$ cat config.mk
export PLATFORM = sky130hd
export DESIGN_NAME = pc_gen_flat
export DESIGN_NICKNAME = d
export VERILOG_FILES = /design/src/rtl/pc_gen_if.sv /design/src/rtl/pc_gen.sv /design/src/flat_wrapper.sv
export SDC_FILE = /design/constraint.sdc
export NUM_CORES = 1
export LEC_CHECK = 0
export ABC_AREA = 1
export CAP_MARGIN = 20
export CELL_PAD_IN_SITES_DETAIL_PLACEMENT = 1
export CELL_PAD_IN_SITES_GLOBAL_PLACEMENT = 2
export CORE_MARGIN = 2
export CORE_UTILIZATION = 27
export DETAILED_ROUTE_END_ITERATION = 8
export PLACE_DENSITY_LB_ADDON = 0.1
export SLEW_MARGIN = 20
export SYNTH_ARGS = -nofsm -noshare
export SYNTH_HDL_FRONTEND = slang
export SYNTH_SLANG_ARGS = --single-unit
$ cat constraint.sdc
create_clock -name clk -period 3.53 [get_ports clk]
set_input_delay 0.706 -clock clk [delete_from_list [all_inputs] [get_ports clk]]
set_output_delay 0.706 -clock clk [all_outputs]
set_load 0.005 [all_outputs]
$ cat src/rtl/pc_gen_if.sv
// Fetch-side bundle between the pipeline control and the PC generator.
// The pipeline side is master; pc_gen is slave.
interface pc_gen_if #(
  parameter int ADDR_W  = 32,
  parameter int STALL_W = 6
);
  logic [STALL_W-1:0] stall;
  logic               flush;
  logic [ADDR_W-1:0]  new_pc;
  logic               branch_flag_i;
  logic [ADDR_W-1:0]  branch_target_address_i;
  logic [ADDR_W-1:0]  pc;
  logic               ce;
  logic               redirect_pending;
  logic               misalign_o;

  modport master (
    output stall, flush, new_pc,
    output branch_flag_i, branch_target_address_i,
    input  pc, ce, redirect_pending, misalign_o
  );

  modport slave (
    input  stall, flush, new_pc,
    input  branch_flag_i, branch_target_address_i,
    output pc, ce, redirect_pending, misalign_o
  );
endinterface

$ cat src/rtl/pc_gen.sv
// Program-counter generator with flush/branch redirect and stall-buffered branch.
// Optional target alignment check enabled by PC_ALIGN_CHECK_EN.
module pc_gen #(
  parameter int                ADDR_W     = 32,
  parameter int                ALIGN_BITS = 2,
  parameter logic [ADDR_W-1:0] RESET_VEC  = '0,
  parameter int                STALL_W    = 6
) (
  input logic      clk,
  input logic      rst,
  pc_gen_if.slave  bus
);

  localparam logic [ADDR_W-1:0] INC = ADDR_W'(1) << ALIGN_BITS;

  logic              ce_q, ce_d;
  logic [ADDR_W-1:0] pc_q, pc_d;
  logic              pend_q, pend_d;
  logic [ADDR_W-1:0] pend_addr_q, pend_addr_d;
  logic              redir;
  logic [ADDR_W-1:0] redir_addr;
  logic              stall0;
  logic              unused_stall;

  assign stall0       = bus.stall[0];
  assign unused_stall = ^bus.stall;

  // flush beats everything, including a stall; a fresh branch beats a buffered one
  always_comb begin
    ce_d        = ce_q;
    pc_d        = pc_q;
    pend_d      = pend_q;
    pend_addr_d = pend_addr_q;
    redir       = 1'b0;
    redir_addr  = '0;
    if (!ce_q) begin
      ce_d = 1'b1;
    end else if (bus.flush) begin
      redir      = 1'b1;
      redir_addr = bus.new_pc;
      pend_d     = 1'b0;
    end else if (!stall0 && bus.branch_flag_i) begin
      redir      = 1'b1;
      redir_addr = bus.branch_target_address_i;
      pend_d     = 1'b0;
    end else if (!stall0 && pend_q) begin
      redir      = 1'b1;
      redir_addr = pend_addr_q;
      pend_d     = 1'b0;
    end else if (!stall0) begin
      pc_d = pc_q + INC;
    end else if (bus.branch_flag_i) begin
      pend_addr_d = bus.branch_target_address_i;
      pend_d      = 1'b1;
    end
`ifdef PC_ALIGN_CHECK_EN
    if (redir) pc_d = redir_addr & ~(INC - 1'b1);
`else
    if (redir) pc_d = redir_addr;
`endif
  end

  always_ff @(posedge clk) begin
    if (rst) begin
      ce_q        <= 1'b0;
      pc_q        <= RESET_VEC;
      pend_q      <= 1'b0;
      pend_addr_q <= '0;
    end else begin
      ce_q        <= ce_d;
      pc_q        <= pc_d;
      pend_q      <= pend_d;
      pend_addr_q <= pend_addr_d;
    end
  end

`ifdef PC_ALIGN_CHECK_EN
  logic misalign_q, misalign_d;

  assign misalign_d = redir && |(redir_addr & (INC - 1'b1));

  always_ff @(posedge clk) begin
    if (rst) misalign_q <= 1'b0;
    else     misalign_q <= misalign_d;
  end

  assign bus.misalign_o = misalign_q;
`else
  assign bus.misalign_o = 1'b0;
`endif

  assign bus.pc               = pc_q;
  assign bus.ce               = ce_q;
  assign bus.redirect_pending = pend_q;

endmodule
$ cat src/flat_wrapper.sv
// flat-port wrapper written by rule: the top's interface ports become plain ports
module pc_gen_flat 
#(
  parameter int                ADDR_W     = 32,
  parameter int                ALIGN_BITS = 2,
  parameter logic [ADDR_W-1:0] RESET_VEC  = '0,
  parameter int                STALL_W    = 6
)
  (clk, rst, bus_stall, bus_flush, bus_new_pc, bus_branch_flag_i, bus_branch_target_address_i, bus_pc, bus_ce, bus_redirect_pending, bus_misalign_o);
  pc_gen_if #(.ADDR_W(ADDR_W), .STALL_W(STALL_W)) bus_i ();
  input logic clk;
  input logic rst;
  input wire logic [$bits(bus_i.stall)-1:0] bus_stall;
  input wire logic [$bits(bus_i.flush)-1:0] bus_flush;
  input wire logic [$bits(bus_i.new_pc)-1:0] bus_new_pc;
  input wire logic [$bits(bus_i.branch_flag_i)-1:0] bus_branch_flag_i;
  input wire logic [$bits(bus_i.branch_target_address_i)-1:0] bus_branch_target_address_i;
  output wire logic [$bits(bus_i.pc)-1:0] bus_pc;
  output wire logic [$bits(bus_i.ce)-1:0] bus_ce;
  output wire logic [$bits(bus_i.redirect_pending)-1:0] bus_redirect_pending;
  output wire logic [$bits(bus_i.misalign_o)-1:0] bus_misalign_o;
  assign bus_i.stall = bus_stall;
  assign bus_i.flush = bus_flush;
  assign bus_i.new_pc = bus_new_pc;
  assign bus_i.branch_flag_i = bus_branch_flag_i;
  assign bus_i.branch_target_address_i = bus_branch_target_address_i;
  assign bus_pc = bus_i.pc;
  assign bus_ce = bus_i.ce;
  assign bus_redirect_pending = bus_i.redirect_pending;
  assign bus_misalign_o = bus_i.misalign_o;
  pc_gen #(.ADDR_W(ADDR_W), .ALIGN_BITS(ALIGN_BITS), .RESET_VEC(RESET_VEC), .STALL_W(STALL_W)) u_core (.clk(clk), .rst(rst), .bus(bus_i));
endmodule
==> summary.txt, run 1 <==
impl run done, here's what came out: Synth top area share 0.317, vias in the first global route 4734, Crit path max-delay family simple AND/OR/NAND/NOR gates, CTS tree done, Final nets 850, Routed Antenna Nets 0, Comb. pwr 0.405 mW, Synth Seq Share 0.317, starting density of the core 0.275, ys async rst share 0, Psw 0.588 mW, WP depth 9, FF-to-FF Start u_core.bus.pc[2], cell type with the largest total area dfxtp_1, met1 GRT Util 0.276, Avg Inst Size Synth 6.07 um2, Placement Cell Area 5340 um2, routability cong. 0.768, synthesized netlist cell count 686, total CTS buffers 9, PnR Total Power 2.07 mW, reg-to-reg setup timing slack 1500 ps, Worst Tran Pin Value 647 ps, initial antenna violation count 0, P_int 1.48 mW, Post-CTS Resized 0, Max power group registers, setup TNS 0 ps, drt wl/cell 16.5 um, Tapcell Cnt 188, register share of total power 0.409, layout cells sized above 1 0.0514, Die ar. 16400 um2, Log Warnings 31, Worst setup EP type flip-flop, Yosys warning total 0, Worst Path Buf+Inv 3, fillcell total 1927, status complete, no violations, Top Layout Cells nand2_1 (153), clkdlybuf4s50_1 (102), inv_1 (81), nor2_1 (80), dfxtp_1 (66), CTS Root Cell clkbuf_16, Post-CTS Hold Buffers 0, Finished Layout Cells 966, DRC 0, Top FF cell, synth dfxtp_1, Pre-antenna DRT Iters 4, flop share of the area 0.236, die width 128 um, placeable core area 15100 um2, CP Class in2reg, num ports 109, met3 Usage GRT 0.0250, Worst-path clk slew 50 ps, met3 wire len 405 um, Worst Skew 5.93 ps, IO buf count 102, Flop+latch power 0.845 mW, crit-path most repeated cell nand2_4, EDFF count, synth 0, Tcrit/Tclk final 0.722, ys cells 686, Final Hold Viols 0, placed cells 952, share of total power in the clock network 0.395, MaxCap Viol Count 0
run_1/met2.png
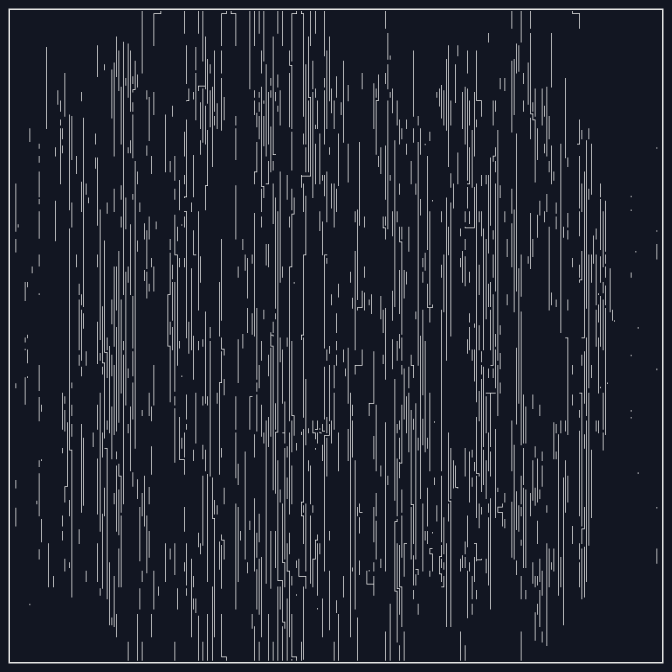
wire length on this layer	7310 um
nets with wire on the layer	692
met2 Use GR: 0.318
Total Routed Length: 16000 um
DR vias: 4731

run_1/final_congestion.png
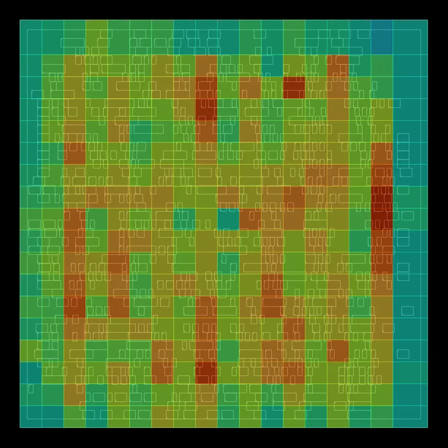
gr usage total: 0.198
final core occ: 0.369

run_1/gate_families.png
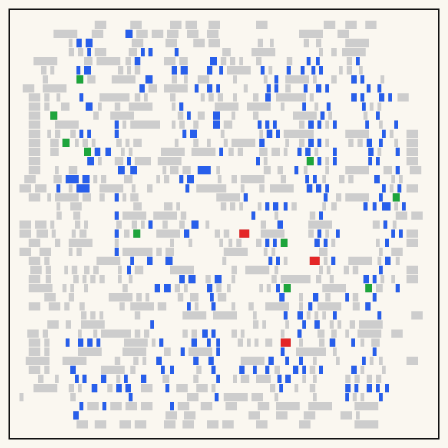
color	family	cells	most used
blue	NAND gates	237	nand2_1
green	AND and OR gates	10	or2_2
red	XOR/XNOR gates	3	xor2_1

## Run 2: what changed since run 1
CORE_UTILIZATION = 23   (was 27)
clock period = 2.27 ns   (was 3.53 ns; I/O delays follow)
run_2/metal_stack.png
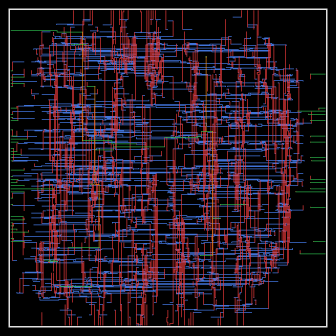
color	layer	wire length
green	met3	408 um
orange	met4	207 um
blue	met1	8680 um
red	met2	7960 um

==> summary.txt, run 2 <==
impl run done, here's what came out: EDFF count, synth 0 (unchanged), PnR Total Power 3.34 mW (+62%), DRC 0 (unchanged), initial antenna violation count 0 (unchanged), CP Class in2reg, routability cong. 0.801 (+4.2%), total CTS buffers 9 (unchanged), Log Warnings 31 (unchanged), Comb. pwr 0.679 mW (+68%), met1 GRT Util 0.252 (-0.0234), Final Hold Viols 0 (unchanged), status complete, no violations, met3 Usage GRT 0.0218 (-0.00329), Placement Cell Area 5570 um2 (+4.4%), MaxCap Viol Count 0 (unchanged), CTS Root Cell clkbuf_16, Tapcell Cnt 229 (+22%), vias in the first global route 5032 (+6.3%), Post-CTS Resized 0 (unchanged), Synth Seq Share 0.317 (unchanged), Worst setup EP type flip-flop, Finished Layout Cells 1026 (+6.2%), synthesized netlist cell count 686 (unchanged), placeable core area 17800 um2 (+18%), num ports 109 (unchanged), drt wl/cell 16.8 um (+1.7%), die width 139 um (+8.1%), fillcell total 2250 (+17%), placed cells 1011 (+6.2%), Max power group clock, gr usage total 0.180 (-0.0183), Crit path max-delay family buffers and inverters, ys cells 686 (unchanged), crit-path most repeated cell nor2_1, Die ar. 19200 um2 (+17%), Final nets 868 (+2.1%), Worst-path clk slew 60 ps (about the same), P_int 2.36 mW (+60%)
## Run 3: what changed since run 2
ABC_CLOCK_PERIOD_IN_PS = 2270   (was unset)
run_3/density.png
The die is cut into 14 by 14 equal tiles; white is low, dark blue is high, 0 to 100% covered.
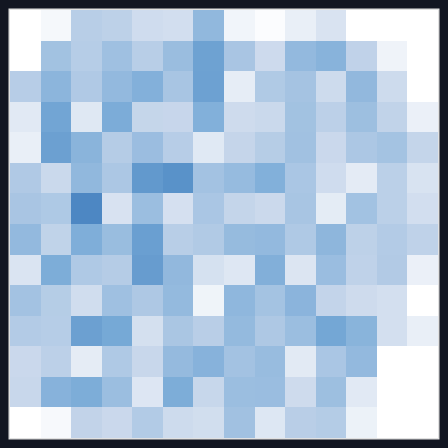
fullest tile	64%
nearly empty tiles	8.2%
mean over tiles	29%
placeable core area: 17800 um2
final core occ: 0.328
starting density of the core: 0.233

==> summary.txt, run 3 <==
impl run done, here's what came out: design area 5850 um2, Hold Path End u_core.pend_addr_q[23], Simple-Gate Area Share 0.349, largest net degree at the start of global routing 65, Tapcell Cnt 229 (unchanged), clk_lat worst skew 340 ps, Synth Seq Share 0.317 (unchanged), Post-DP HPWL 12800 um, #MultiIn Comb 501, DRC 0 (unchanged), Vias/cell 4.76, Max power group clock, CP Cell Sequence clkdlybuf4s50_1 -> inv_1 -> nor2_1 -> buf_4 -> nand2_1 -> nand2_1 -> nor2_1 -> nor2_1 -> nor2_1 -> a21oi_1, Finished Layout Cells 1026 (unchanged), Log Warnings 31 (unchanged), Post-CTS Resized 0 (unchanged), synthesized netlist cell count 686 (unchanged), Place WS -17.1 ps, area grow syn2layout 40.4%, maximum clock path buffer count 2, die width 139 um (unchanged), CP Class in2reg, total CTS buffers 9 (unchanged), gr usage total 0.180 (unchanged), Setup violations, final 0, register share of total power 0.393, Fmax 514 MHz, leading cell category by total area multi-input combinational cells, Peak supply drop 0.387 mV, fillcell total 2250 (unchanged), first-pass GRT wire length 27300 um, Worst-path clk slew 60 ps (about the same), Non-CTS buffers 132, Adder Share, Synth 0.00300, Logic family by area simple AND/OR/NAND/NOR gates, Routed Antenna Nets 0, Final nets 868 (unchanged), Final Hold Viols 0 (unchanged), Placement Cell Area 5570 um2 (unchanged), Setup crit end u_core.bus.pc[24], met3 Usage GRT 0.0218 (unchanged), vias in the first global route 5032 (unchanged), Chip Area, Yosys 4170 um2, MaxCap Viol Count 0 (unchanged), critical path peak fanout 9, Top FF cell, synth dfxtp_1, num ports 109 (unchanged), drt wl/cell 16.8 um (unchanged), setup TNS 0 ps, CTS H-tree depth 3, PnR Total Power 3.34 mW (unchanged), Die ar. 19200 um2 (unchanged), Psw 0.979 mW, cells on worst reg2reg path 9, Pre-antenna DRT Iters 4, P_int 2.36 mW (unchanged), die height 139 um, crit-path most repeated cell nor2_1, status complete, no violations, Crit path max-delay family buffers and inverters, Yosys warning total 0, EDFF count, synth 0 (unchanged), placed cells 1011 (unchanged), top cells by area dfxtp_1 (32%), nand2_1 (14%), a21oi_1 (7.7%), Comb. pwr 0.679 mW (about the same), IO buf count 102, met1 GRT Util 0.252 (unchanged), routability cong. 0.801 (unchanged), CTS tree done, Avg Inst Size Synth 6.07 um2, Worst setup EP type flip-flop, Worst Skew 5.91 ps, initial antenna violation count 0 (unchanged), ys cells 686 (unchanged), CTS Root Cell clkbuf_16, logic share of the area 0.403
Power figures rest on the tool's default switching activity, not on a simulated workload.
